==> src/rtl/sha_miner_mm.sv <==
// Purpose : Avalon-MM register front end for an external SHA-256 core; single hash or nonce-search mining.
// Latency : reads return one cycle after chipselect&read; each hash iteration is 1 (issue) + L (core) + 1 (check) cycles.
// Backpr. : no wait states; while busy, writes to MSG/TARGET/MAX_ITER and start writes are dropped.
//
// Ports:
//   clk, reset            single clock, synchronous active-high reset
//   chipselect/write/read Avalon slave strobes, address (word), writedata, readdata (registered)
//   irq                   level interrupt = done & irq_en
//   core_start/core_block start pulse and 512-bit message block driven to the core
//   core_digest/core_done 256-bit result, valid in the single cycle core_done is high
module sha_miner_mm #(
   parameter int NONCE_IDX = 3,
   parameter int ADDR_W    = 5
) (
   input  logic              clk,
   input  logic              reset,
   input  logic              chipselect,
   input  logic              write,
   input  logic              read,
   input  logic [ADDR_W-1:0] address,
   input  logic [31:0]       writedata,
   output logic [31:0]       readdata,
   output logic              irq,
   output logic              core_start,
   output logic [511:0]      core_block,
   input  logic [255:0]      core_digest,
   input  logic              core_done
);

   typedef enum logic [1:0] {
      S_IDLE  = 2'd0,
      S_ISSUE = 2'd1,
      S_WAIT  = 2'd2,
      S_CHECK = 2'd3
   } state_t;

   localparam logic [ADDR_W-1:0] A_DIG   = ADDR_W'(16);
   localparam logic [ADDR_W-1:0] A_CTRL  = ADDR_W'(24);
   localparam logic [ADDR_W-1:0] A_STAT  = ADDR_W'(25);
   localparam logic [ADDR_W-1:0] A_TGT   = ADDR_W'(26);
   localparam logic [ADDR_W-1:0] A_MAXI  = ADDR_W'(27);
   localparam logic [ADDR_W-1:0] A_ITER  = ADDR_W'(28);
   localparam logic [3:0]        NIDX    = 4'(NONCE_IDX);

   state_t        r_state;
   state_t        w_state_nxt;
   logic [31:0]   r_msg [16];
   logic [255:0]  r_digest;
   logic [8:0]    r_target;
   logic [31:0]   r_max_iter;
   logic [31:0]   r_iter;
   logic          r_done;
   logic          r_found;
   logic          r_exh;
   logic          r_mode;
   logic          r_irq_en;
   logic          r_abort_pend;
   logic [31:0]   r_readdata;

   logic          w_wr;
   logic          w_rd;
   logic          w_busy;
   logic          w_cfg_wr;
   logic          w_ctrl_wr;
   logic          w_start;
   logic          w_abort_set;
   logic          w_w1c;
   logic          w_capture;
   logic [255:0]  w_mask;
   logic          w_found;
   logic [31:0]   w_max_eff;
   logic          w_limit;
   logic          w_core_start;
   logic          w_to_idle;
   logic          w_exh_set;
   logic          w_step;
   logic [31:0]   w_rdata;

   assign w_wr        = chipselect & write;
   assign w_rd        = chipselect & read;
   assign w_busy      = (r_state != S_IDLE);
   assign w_cfg_wr    = w_wr & ~w_busy;
   assign w_ctrl_wr   = w_wr & (address == A_CTRL);
   // A combined start+abort write never launches a hash.
   assign w_start     = w_ctrl_wr & ~w_busy & writedata[0] & ~writedata[2];
   assign w_abort_set = w_ctrl_wr & w_busy & writedata[2];
   assign w_w1c       = w_wr & (address == A_STAT) & writedata[1];
   assign w_capture   = (r_state == S_WAIT) & core_done;

   // Top-TARGET-bits mask; a shift by 256 yields all ones, TARGET = 0 yields an empty mask (always found).
   assign w_mask      = ~({256{1'b1}} >> r_target);
   assign w_found     = ((r_digest & w_mask) == 256'd0);
   assign w_max_eff   = (r_max_iter == 32'd0) ? 32'd1 : r_max_iter;
   assign w_limit     = (r_iter >= w_max_eff);

   always_comb begin
      w_state_nxt  = r_state;
      w_core_start = 1'b0;
      w_to_idle    = 1'b0;
      w_exh_set    = 1'b0;
      w_step       = 1'b0;
      case (r_state)
         S_IDLE: begin
            if (w_start) w_state_nxt = S_ISSUE;
         end
         S_ISSUE: begin
            w_core_start = 1'b1;
            w_state_nxt  = S_WAIT;
         end
         S_WAIT: begin
            if (core_done) w_state_nxt = S_CHECK;
         end
         S_CHECK: begin
            if (r_abort_pend || !r_mode || w_found || w_limit) begin
               w_state_nxt = S_IDLE;
               w_to_idle   = 1'b1;
               // An abort suppresses the exhausted flag even if the limit was also hit.
               w_exh_set   = ~r_abort_pend & r_mode & ~w_found & w_limit;
            end else begin
               w_step      = 1'b1;
               w_state_nxt = S_ISSUE;
            end
         end
         default: w_state_nxt = S_IDLE;
      endcase
   end

   always_ff @(posedge clk) begin
      if (reset) r_state <= S_IDLE;
      else       r_state <= w_state_nxt;
   end

   always_comb begin
      w_rdata = 32'd0;
      if (address < A_DIG) begin
         w_rdata = r_msg[address[3:0]];
      end else if (address < A_CTRL) begin
         w_rdata = r_digest[32*address[2:0] +: 32];
      end else if (address == A_CTRL) begin
         w_rdata = {28'd0, r_irq_en, 1'b0, r_mode, 1'b0};
      end else if (address == A_STAT) begin
         w_rdata = {28'd0, r_exh, r_found, r_done, w_busy};
      end else if (address == A_TGT) begin
         w_rdata = {23'd0, r_target};
      end else if (address == A_MAXI) begin
         w_rdata = r_max_iter;
      end else if (address == A_ITER) begin
         w_rdata = r_iter;
      end
   end

   always_ff @(posedge clk) begin
      if (reset) begin
         for (int i = 0; i < 16; i++) r_msg[i] <= 32'd0;
         r_digest     <= 256'd0;
         r_target     <= 9'd0;
         r_max_iter   <= 32'd0;
         r_iter       <= 32'd0;
         r_done       <= 1'b0;
         r_found      <= 1'b0;
         r_exh        <= 1'b0;
         r_mode       <= 1'b0;
         r_irq_en     <= 1'b0;
         r_abort_pend <= 1'b0;
         r_readdata   <= 32'd0;
      end else begin
         // Host MSG writes only happen when idle, nonce steps only when busy: never both.
         if (w_cfg_wr && (address < A_DIG)) r_msg[address[3:0]] <= writedata;
         if (w_step) r_msg[NIDX] <= r_msg[NIDX] + 32'd1;

         if (w_cfg_wr && (address == A_TGT))
            r_target <= (writedata > 32'd256) ? 9'd256 : writedata[8:0];
         if (w_cfg_wr && (address == A_MAXI)) r_max_iter <= writedata;

         if (w_ctrl_wr) r_irq_en <= writedata[3];
         if (w_start)   r_mode   <= writedata[1];

         if (w_capture) r_digest <= core_digest;

         if (w_start)        r_iter <= 32'd0;
         else if (w_capture) r_iter <= r_iter + 32'd1;

         // Completion outranks a same-cycle W1C clear.
         if (w_to_idle) begin
            r_done  <= 1'b1;
            r_found <= w_found;
            r_exh   <= w_exh_set;
         end else if (w_start || w_w1c) begin
            r_done  <= 1'b0;
            r_found <= 1'b0;
            r_exh   <= 1'b0;
         end

         if (w_to_idle)        r_abort_pend <= 1'b0;
         else if (w_abort_set) r_abort_pend <= 1'b1;

         if (w_rd) r_readdata <= w_rdata;
      end
   end

   genvar gi;
   generate
      for (gi = 0; gi < 16; gi++) begin : g_block
         assign core_block[32*gi +: 32] = r_msg[gi];
      end
   endgenerate

   assign core_start = w_core_start;
   assign readdata   = r_readdata;
   assign irq        = r_done & r_irq_en;

endmodule

==> config.mk <==
export PLATFORM = sky130hd
export DESIGN_NAME = sha_miner_mm
export DESIGN_NICKNAME = d
export VERILOG_FILES = /design/src/rtl/sha_miner_mm.sv
export SDC_FILE = /design/constraint.sdc
export NUM_CORES = 2
export LEC_CHECK = 0
export CAP_MARGIN = 5
export CORE_MARGIN = 2
export CORE_UTILIZATION = 39
export DETAILED_ROUTE_END_ITERATION = 8
export PLACE_DENSITY = 0.65
export SLEW_MARGIN = 15
export SYNTH_ARGS = -nofsm -noshare
export SYNTH_HDL_FRONTEND = slang
export SYNTH_SLANG_ARGS = --single-unit
export TNS_END_PERCENT = 30
==> constraint.sdc <==
create_clock -name clk -period 4.15 [get_ports clk]
set_input_delay 0.6225 -clock clk [delete_from_list [all_inputs] [get_ports clk]]
set_output_delay 0.6225 -clock clk [all_outputs]
set_load 0.05 [all_outputs]
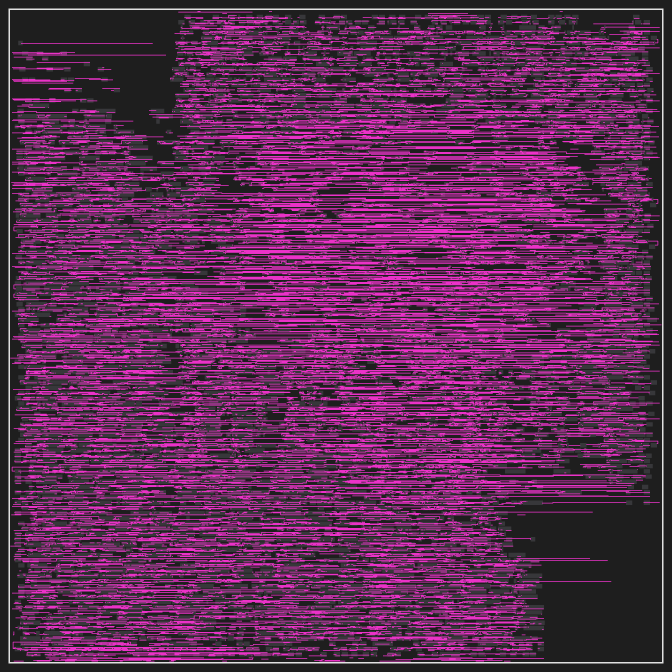
*Met1 routing*
nets with wire on the layer: 4849
wire length on this layer: 91.4 mm
longest straight run: 93.4 um
main direction: horizontal

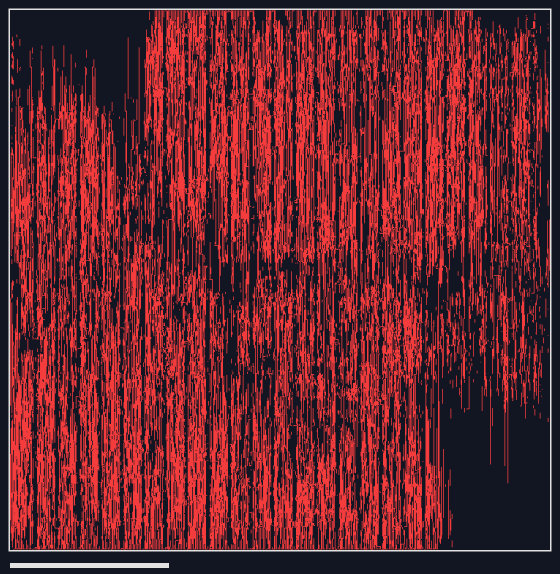
*The metal 2 layer*
Bar = 100 um.
wire length on this layer: 102 mm
share of all routed wire: 43%
main direction: vertical
longest straight run: 125 um

==> qor.csv <==
stage,metric,value,unit
status,status,completed,
route,drt_wl_total,237,mm
die,die-width,340,um
grt,track_usage,0.399,
power,pg_clk,8690,uW
grt,top_usage_layer,met2,
timing,fin_crit_sh,0.980,
logic_synthesis,ys_area,0.0439,mm^2
logic_synthesis,ys_cells,4088,
final_layout,final_util,0.519,
logic_synthesis,synth-warning-count,0,
final_layout,seq_cells,881,
setup_path,crit_family,simple AND/OR/NAND/NOR gates,
route,drc,0,
grt,grt_pass1_vias,38100,
hold_path,worstHoldStart,reset,
final_layout,clockBufferCount,137,
final_layout,clkCellAreaFrac,0.0538,
final_layout,largest_cell_class,flip-flops and latches,
power,finalPower,21400,uW
grt,grtUsageMet2,0.583,
logic_synthesis,top_cell,nand2_1,
setup_path,cp_slowest_cell,or4_1,
logic_synthesis,floorplan.nets,4425,
grt,met1_usage,0.533,
clock_network,clk_pin_slew_worst_paths,0.06,ns
logic_synthesis,yosys.area_share.simple,0.174,
clock_network,cts_buffers,97,
grt,grt_max_degree,196,
power,internal-power,15400,uW
die,chipArea,0.115,mm^2
logic_synthesis,async_flop_share,0,
route,dr.first_iter.drc_count,6540,
setup_path,critPathRequiredTime,4.62,ns
die,die_y,340,um
final_layout,largest_register_ffs,512,
route,wl_met2,102,mm
setup_path,end_kind,flip-flop,
logic_synthesis,common_cells,"nand2_1 (704), edfxtp_1 (512), a21oi_1 (376), dfxtp_1 (369), and2_1 (365)",
power,ir_drop,0.000481,V
power,power-top-group,registers,
Power figures rest on the tool's default switching activity, not on a simulated workload.
